### Supply network, run 1

Scale bar: 20 um. Pins as bars on the die edge.
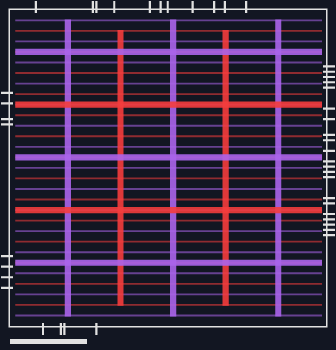
### Placement by cell class, run 1

Fill, decap, tap and diode cells in gray.
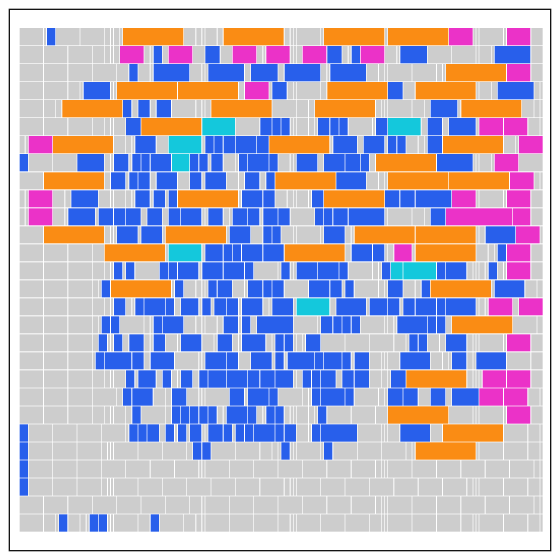
### Clock distribution, run 1

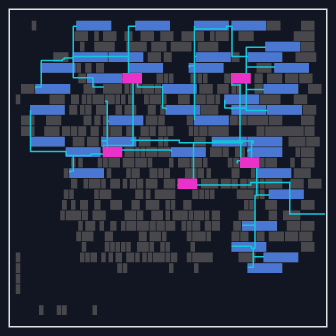
[src/rtl/turbo_pkg.sv]
// Shared constants and state encodings for the turbo encoder/decoder datapath.
// Encoder control and receive deframer use the same state values.
package turbo_pkg;

    localparam int TURBO_CNT_W     = 14;
    localparam int TURBO_TAIL_LEN  = 4;
    localparam int TURBO_LEN_LONG  = 6;
    localparam int TURBO_LEN_SHORT = 4;

    typedef enum logic [1:0] {
        ST_IDLE = 2'd0,
        ST_DATA = 2'd1,
        ST_TAIL = 2'd2,
        ST_DONE = 2'd3
    } turbo_state_t;

    // Block length K selected by the length flag at block start.
    function automatic int block_len(input logic length_flag,
                                     input int   len_long,
                                     input int   len_short);
        if (length_flag) begin
            return len_long;
        end else begin
            return len_short;
        end
    endfunction

endpackage

[src/rtl/turbo_rx_deframer_if.sv]
// Input triple stream into the deframer: valid/ready handshake plus the
// systematic/parity bits and the per-block length select.
interface turbo_rx_deframer_if;
    import turbo_pkg::*;

    logic in_valid;
    logic in_ready;
    logic in_sys;
    logic in_p1;
    logic in_p2;
    logic length_flag;

    modport master (
        output in_valid,
        output in_sys,
        output in_p1,
        output in_p2,
        output length_flag,
        input  in_ready
    );

    modport slave (
        input  in_valid,
        input  in_sys,
        input  in_p1,
        input  in_p2,
        input  length_flag,
        output in_ready
    );

endinterface

[src/rtl/turbo_rx_pos_counter.sv]
// Loadable, enabled position counter; term flags the last position before
// a runtime limit (count == limit-1).
module turbo_rx_pos_counter #(
    parameter int W = 14
) (
    input  logic         clk,
    input  logic         reset,
    input  logic         load,
    input  logic [W-1:0] load_val,
    input  logic         en,
    input  logic [W-1:0] limit,
    output logic [W-1:0] count,
    output logic         term
);

    localparam logic [W-1:0] ONE = W'(1);

    // Position register: load has priority over increment.
    always_ff @(posedge clk or posedge reset) begin
        if (reset) begin
            count <= '0;
        end else if (load) begin
            count <= load_val;
        end else if (en) begin
            count <= count + ONE;
        end else begin
            count <= count;
        end
    end

    // Limit is always >= 1, so limit-1 never wraps.
    always_comb begin
        term = (count == (limit - ONE));
    end

endmodule

[src/rtl/turbo_rx_deframer.sv]
// Receive deframer: splits each encoded block into K data triples and
// TAIL_LEN termination triples, addressing both into the decoder buffers.
module turbo_rx_deframer
    import turbo_pkg::*;
#(
    parameter int LEN_LONG  = TURBO_LEN_LONG,
    parameter int LEN_SHORT = TURBO_LEN_SHORT,
    parameter int CNT_W     = TURBO_CNT_W,
    parameter int TAIL_LEN  = TURBO_TAIL_LEN
) (
    input  logic               clk,
    input  logic               reset,
    turbo_rx_deframer_if.slave bus,
    output logic               out_valid,
    output logic               out_sys,
    output logic               out_p1,
    output logic               out_p2,
    output logic [CNT_W-1:0]   out_addr,
    output logic               tail_valid,
    output logic               block_done,
    output logic [CNT_W-1:0]   cur_len,
    output logic [1:0]         state
);

    turbo_state_t     state_r;
    turbo_state_t     state_nxt_s;
    logic             in_ready_s;
    logic             accept_s;
    logic [CNT_W-1:0] k_new_s;
    logic             k_one_s;
    logic [CNT_W-1:0] limit_s;
    logic [CNT_W-1:0] count_s;
    logic             term_s;
    logic             cnt_load_s;
    logic             cnt_en_s;
    logic [CNT_W-1:0] cnt_val_s;

    assign accept_s     = bus.in_valid & in_ready_s;
    assign bus.in_ready = in_ready_s;
    assign state        = state_r;

    // Candidate K for a new block and the terminal-count limit per phase.
    always_comb begin
        k_new_s = CNT_W'(block_len(bus.length_flag, LEN_LONG, LEN_SHORT));
        k_one_s = (k_new_s == CNT_W'(1));
        if (state_r == ST_TAIL) begin
            limit_s = CNT_W'(TAIL_LEN);
        end else begin
            limit_s = cur_len;
        end
    end

    // FSM state register.
    always_ff @(posedge clk or posedge reset) begin
        if (reset) begin
            state_r <= ST_IDLE;
        end else begin
            state_r <= state_nxt_s;
        end
    end

    // FSM next-state logic.
    always_comb begin
        state_nxt_s = state_r;
        case (state_r)
            ST_IDLE: begin
                if (accept_s) begin
                    state_nxt_s = k_one_s ? ST_TAIL : ST_DATA;
                end else begin
                    state_nxt_s = ST_IDLE;
                end
            end
            ST_DATA: begin
                if (accept_s && term_s) begin
                    state_nxt_s = ST_TAIL;
                end else begin
                    state_nxt_s = ST_DATA;
                end
            end
            ST_TAIL: begin
                if (accept_s && term_s) begin
                    state_nxt_s = ST_DONE;
                end else begin
                    state_nxt_s = ST_TAIL;
                end
            end
            ST_DONE: begin
                state_nxt_s = ST_IDLE;
            end
            default: begin
                state_nxt_s = ST_IDLE;
            end
        endcase
    end

    // FSM output: ready depends on state only (and is held low in reset).
    always_comb begin
        in_ready_s = 1'b0;
        case (state_r)
            ST_IDLE, ST_DATA, ST_TAIL: begin
                in_ready_s = ~reset;
            end
            ST_DONE: begin
                in_ready_s = 1'b0;
            end
            default: begin
                in_ready_s = 1'b0;
            end
        endcase
    end

    // Position counter control: K==1 skips straight to tail position 0.
    always_comb begin
        cnt_load_s = 1'b0;
        cnt_en_s   = 1'b0;
        cnt_val_s  = '0;
        case (state_r)
            ST_IDLE: begin
                if (accept_s) begin
                    cnt_load_s = 1'b1;
                    cnt_val_s  = k_one_s ? '0 : CNT_W'(1);
                end else begin
                    cnt_load_s = 1'b0;
                end
            end
            ST_DATA, ST_TAIL: begin
                if (accept_s && term_s) begin
                    cnt_load_s = 1'b1;
                end else if (accept_s) begin
                    cnt_en_s = 1'b1;
                end else begin
                    cnt_en_s = 1'b0;
                end
            end
            ST_DONE: begin
                cnt_load_s = 1'b1;
            end
            default: begin
                cnt_load_s = 1'b1;
            end
        endcase
    end

    turbo_rx_pos_counter #(
        .W (CNT_W)
    ) u_pos (
        .clk      (clk),
        .reset    (reset),
        .load     (cnt_load_s),
        .load_val (cnt_val_s),
        .en       (cnt_en_s),
        .limit    (limit_s),
        .count    (count_s),
        .term     (term_s)
    );

    // Registered output stage, one cycle after acceptance; fields hold when idle.
    always_ff @(posedge clk or posedge reset) begin
        if (reset) begin
            out_valid  <= 1'b0;
            tail_valid <= 1'b0;
            block_done <= 1'b0;
            out_sys    <= 1'b0;
            out_p1     <= 1'b0;
            out_p2     <= 1'b0;
            out_addr   <= '0;
            cur_len    <= '0;
        end else begin
            out_valid  <= accept_s & ((state_r == ST_IDLE) | (state_r == ST_DATA));
            tail_valid <= accept_s & (state_r == ST_TAIL);
            block_done <= accept_s & (state_r == ST_TAIL) & term_s;
            if (accept_s) begin
                out_sys  <= bus.in_sys;
                out_p1   <= bus.in_p1;
                out_p2   <= bus.in_p2;
                out_addr <= (state_r == ST_IDLE) ? '0 : count_s;
            end else begin
                out_sys  <= out_sys;
                out_p1   <= out_p1;
                out_p2   <= out_p2;
                out_addr <= out_addr;
            end
            if (accept_s && (state_r == ST_IDLE)) begin
                cur_len <= k_new_s;
            end else begin
                cur_len <= cur_len;
            end
        end
    end

endmodule

[src/flat_wrapper.sv]
// flat-port wrapper written by rule: the top's interface ports become plain ports
module turbo_rx_deframer_flat import turbo_pkg::*;
#(
    parameter int LEN_LONG  = TURBO_LEN_LONG,
    parameter int LEN_SHORT = TURBO_LEN_SHORT,
    parameter int CNT_W     = TURBO_CNT_W,
    parameter int TAIL_LEN  = TURBO_TAIL_LEN
)
  (clk, reset, out_valid, out_sys, out_p1, out_p2, out_addr, tail_valid, block_done, cur_len, state, bus_in_valid, bus_in_sys, bus_in_p1, bus_in_p2, bus_length_flag, bus_in_ready);
  turbo_rx_deframer_if bus_i ();
  input  logic clk;
  input  logic reset;
  output logic out_valid;
  output logic out_sys;
  output logic out_p1;
  output logic out_p2;
  output logic [CNT_W-1:0] out_addr;
  output logic tail_valid;
  output logic block_done;
  output logic [CNT_W-1:0] cur_len;
  output logic [1:0] state;
  input wire logic [$bits(bus_i.in_valid)-1:0] bus_in_valid;
  input wire logic [$bits(bus_i.in_sys)-1:0] bus_in_sys;
  input wire logic [$bits(bus_i.in_p1)-1:0] bus_in_p1;
  input wire logic [$bits(bus_i.in_p2)-1:0] bus_in_p2;
  input wire logic [$bits(bus_i.length_flag)-1:0] bus_length_flag;
  output wire logic [$bits(bus_i.in_ready)-1:0] bus_in_ready;
  assign bus_i.in_valid = bus_in_valid;
  assign bus_i.in_sys = bus_in_sys;
  assign bus_i.in_p1 = bus_in_p1;
  assign bus_i.in_p2 = bus_in_p2;
  assign bus_i.length_flag = bus_length_flag;
  assign bus_in_ready = bus_i.in_ready;
  turbo_rx_deframer #(.LEN_LONG(LEN_LONG), .LEN_SHORT(LEN_SHORT), .CNT_W(CNT_W), .TAIL_LEN(TAIL_LEN)) u_core (.clk(clk), .reset(reset), .bus(bus_i), .out_valid(out_valid), .out_sys(out_sys), .out_p1(out_p1), .out_p2(out_p2), .out_addr(out_addr), .tail_valid(tail_valid), .block_done(block_done), .cur_len(cur_len), .state(state));
endmodule
[config.mk]
export PLATFORM = sky130hd
export DESIGN_NAME = turbo_rx_deframer_flat
export DESIGN_NICKNAME = d
export VERILOG_FILES = /design/src/rtl/turbo_pkg.sv /design/src/rtl/turbo_rx_deframer_if.sv /design/src/rtl/turbo_rx_pos_counter.sv /design/src/rtl/turbo_rx_deframer.sv /design/src/flat_wrapper.sv
export SDC_FILE = /design/constraint.sdc
export NUM_CORES = 1
export LEC_CHECK = 0
export ABC_CLOCK_PERIOD_IN_PS = 7200
export CAP_MARGIN = 25
export CORE_UTILIZATION = 40
export DETAILED_ROUTE_END_ITERATION = 7
export PLACE_DENSITY = 0.74
export SLEW_MARGIN = 20
export SYNTH_ARGS = -nofsm -noshare
export SYNTH_HDL_FRONTEND = slang
export SYNTH_HIERARCHICAL = 1
export SYNTH_SLANG_ARGS = --single-unit
[constraint.sdc]
create_clock -name clk -period 7.2 [get_ports clk]
set_input_delay 2.16 -clock clk [delete_from_list [all_inputs] [get_ports clk]]
set_output_delay 2.16 -clock clk [all_outputs]
set_load 0.01 [all_outputs]
==> changes_impl.md, run 1 <==
## Implementation

* Routed vias at 1971
* Post-placement setup slack at 1.71 ns
* Seq share, synth at 37.6%
* Status: complete, no violations
* DR WL met2 at 2360 um
* Final hold violations at 0
* Fillers at 567
* Met3 Wirelength at 201 um
* Crit-path cells: clkdlybuf4s50_1 -> nor2_1 -> clkdlybuf4s50_1
* Register area at 951 sq um
* Yosys simple share at 22.0%
* Count leader, synth: dfrtp_1
* Top cells by area, synth: dfrtp_1 (38%), xnor2_1 (5.9%), mux2_4 (5.3%)
* CTS tree: yes
* Crit path required time at 5.04 ns
* Slew HR at 34.9%
* Most common reg cell: dfrtp_1
* Switching Share at 31.7%
* EDFF count, synth at 0
* Startpoint types: input pin
* Initial Util at 42.0%
* Met1 Wirelength at 2200 um
* Worst Setup SP: reset
* Comb pwr share at 29.0%
* Crit path buf inv count at 2
* Fin cells at 422
* Syn. warnings at 6
* Min-Delay Path Class: flip-flop to flip-flop
* Clock power frac at 24.7%
* Dominant cell area share at 37.6%
* Crit path arrival time at 3.33 ns
* Clock buffer cells at 6
* Internal power at 420 uW
* CTS root buffer: clkbuf_8
* Chip Area, Yosys at 2530 sq um
* Logic share of the area at 51.9%
* Switching power total at 195 uW
* Global-route wire length before repair at 7940 um
* Logic area at 1650 sq um
* Antenna diodes at 0
* Fin crit share at 76.2%
* Area growth from synthesis to layout at 25.4%
* CP peak stage delay at 0.54 ns
* Total clock sinks at 38
* Setup TNS at 0 ns
* Min Tclk post-route at 5.49 ns
* Final Setup Violations at 0
* Slew Viols, Final at 0
About 'Supply network':
legend:
  VSS:
    color: purple
  VDD:
    color: red
met1 rails: 29
signal pins: 44
worst vdd ir: 0.120 mV
Die H: 81.6 um
Die Wd: 81.6 um
core region area: 6030 sq um

About 'Placement by cell class':
legend:
  other buffers and delay cells:
    color: magenta
    cells: 34
  clock drivers and dummy loads:
    color: cyan
    cells: 8
  combinational and other logic:
    color: blue
    cells: 267
  flops:
    color: orange
    cells: 38
Final Util: 52.7%
# rows: 28
final instance area: 3170 sq um
Seq/total area: 30.0%

About 'Clock distribution':
legend:
  clock wires:
    color: cyan
    length: 460 um
  clock drivers:
    color: magenta
    count: 5
  flip-flops:
    color: blue
    count: 38
routed clock nets: 6
Insertion Delay late pin: 0.29 ns
clock group total power: 152 uW
clk_skew: 0.00652 ns

### Routed metal, one color a layer, run 1

Scale bar: 20 um. Only two layers are drawn.
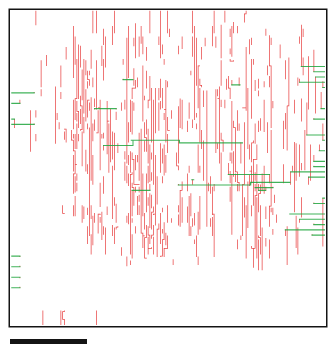

==> run 2: changes to the inputs <==
- ABC_CLOCK_PERIOD_IN_PS: 7200 -> 5250
- clock period: 7.2 -> 5.25 ns (I/O delays scaled with it)
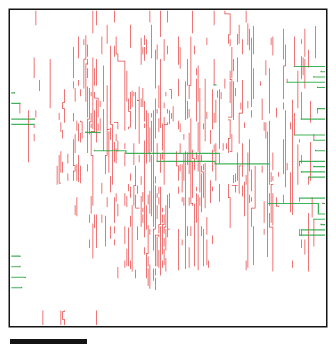
*Routed metal, one color a layer, run 2*
Scale bar: 20 um. Only two layers are drawn.
legend:
  metal 2:
    color: red
    wire_length: 2310 um
  metal 3:
    color: green
    wire_length: 193 um
Tot GR Track Use: 15.7%
drt total wl: 4930 um

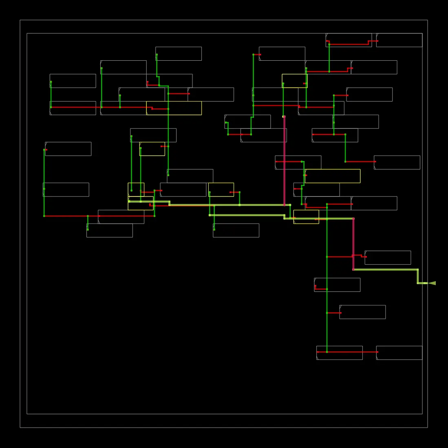
*The clock network, run 2*
clk_skew: 0.00797 ns
flip-flops: 38
Clock buffer cells: 5

==> changes_impl.md, run 2 <==
## Implementation

* Logic share of the area at 51.4%
* Final Setup Violations at 0
* Yosys simple share at 22.0%
* Area growth from synthesis to layout at 26.6%
* Clock group total power at 296 uW
* Clock power frac at 31.8%
* Crit-path cells: clkdlybuf4s50_1 -> nor2_1 -> clkdlybuf4s50_1
* Most common reg cell: dfrtp_1
* # rows at 28
* Post-placement setup slack at 0.918 ns
* Final instance area at 3200 sq um
* CTS tree: yes
* Comb pwr share at 26.1%
* Internal power at 659 uW
* Core region area at 6030 sq um
* Seq/total area at 29.7%
* Logic area at 1650 sq um
* Worst Setup SP: reset
* Met3 Wirelength at 192 um
* Worst vdd ir at 0.182 mV
* Fillers at 575
* Top cells by area, synth: dfrtp_1 (38%), xnor2_1 (5.9%), mux2_4 (5.3%)
* Met1 Wirelength at 2390 um
* Min-Delay Path Class: flip-flop to flip-flop
* Initial Util at 42.0%
* CTS root buffer: clkbuf_8
* Fin crit share at 82.6%
* Insertion Delay late pin at 0.29 ns
* Chip Area, Yosys at 2530 sq um
* DR WL met2 at 2310 um
* Dominant cell area share at 37.6%
* Switching power total at 271 uW
* Final hold violations at 0
* Routed vias at 1923
* Status: complete, no violations
* Setup TNS at 0 ns
* Final Util at 53.2%
* Die H at 81.6 um
### Placement by cell class, run 2

Fill, decap, tap and diode cells in gray.
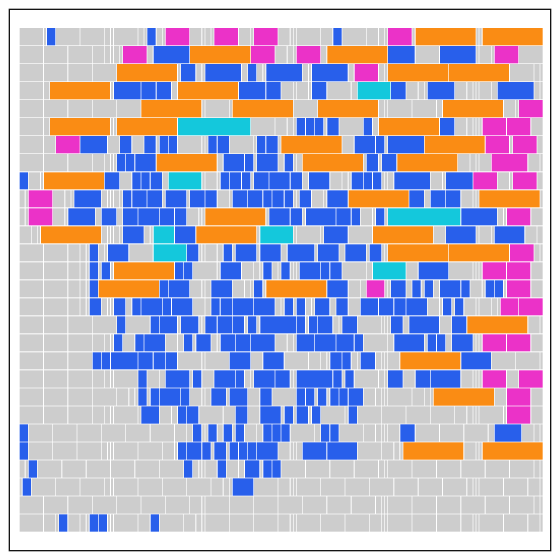

==> run 3: changes to the inputs <==
- ABC_CLOCK_PERIOD_IN_PS: 5250 -> 4000
- clock period: 5.25 -> 4 ns (I/O delays scaled with it)
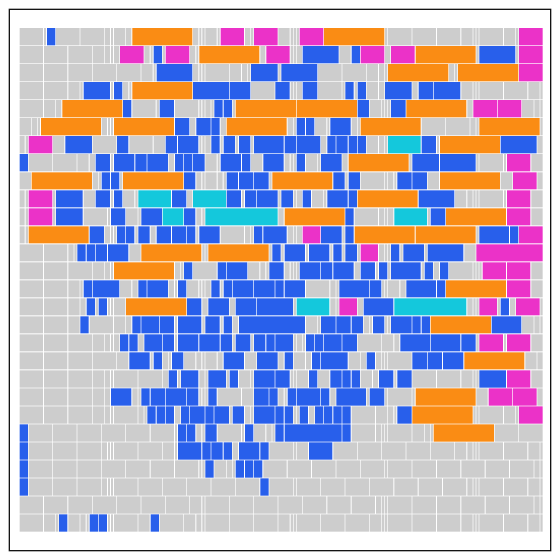
*Placement by cell class, run 3*
Fill, decap, tap and diode cells in gray.
Final Util: 54.3%
final instance area: 3270 sq um

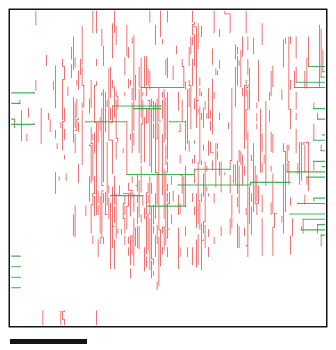
*Routed metal, one color a layer, run 3*
Scale bar: 20 um. Only two layers are drawn.
legend:
  metal 2:
    color: red
    wire_length: 2520 um
  metal 3:
    color: green
    wire_length: 221 um
Tot GR Track Use: 15.5%
routed vias: 1994
drt total wl: 5010 um

==> changes_impl.md, run 3 <==
## Implementation

* Worst vdd ir at 0.262 mV
* Seq share, synth at 37.6%
* Final Setup Violations at 0
* Core region area at 6030 sq um
* Logic share of the area at 51.6%
* Crit path buf inv count at 1
* Count leader, synth: dfrtp_1
* Min-Delay Path Class: flip-flop to flip-flop
* Clock power frac at 31.5%
* Clock group total power at 390 uW
* Logic area at 1690 sq um
* Top cells by area, synth: dfrtp_1 (38%), xnor2_1 (5.9%), mux2_4 (5.3%)
* Worst Setup SP: u_core/state[0]$_DFF_PP0_
* Switching Share at 29.7%
* Met3 Wirelength at 220 um
* CTS root buffer: clkbuf_8
* Total clock sinks at 38
* Final hold violations at 0
* Min Tclk post-route at 3.76 ns
* Die Wd at 81.6 um
* Antenna diodes at 0
* Most common reg cell: dfrtp_1
* Register area at 951 sq um
* Fin crit share at 94.1%
* CTS tree: yes
* Status: complete, no violations
* DR WL met2 at 2520 um
* Area growth from synthesis to layout at 29.4%
* Initial Util at 42.0%
* Fillers at 559
* # rows at 28
* Insertion Delay late pin at 0.29 ns
* Startpoint types: flip-flop
* Seq/total area at 29.0%
* Crit-path cells: inv_1 -> ha_1 -> or2_2 -> or4b_1 -> o311a_1 -> nor3_2 -> a2111oi_4 -> nor3b_2 -> and4_2 -> and2_1 -> nand4_1 -> xor2_1 -> o21ai_1
* Comb pwr share at 26.8%
* Flip-flops at 38
* Chip Area, Yosys at 2530 sq um
* Post-placement setup slack at 0.0949 ns
* Global-route wire length before repair at 8020 um
No activity file was given, so power comes from the tool's default toggle rates.
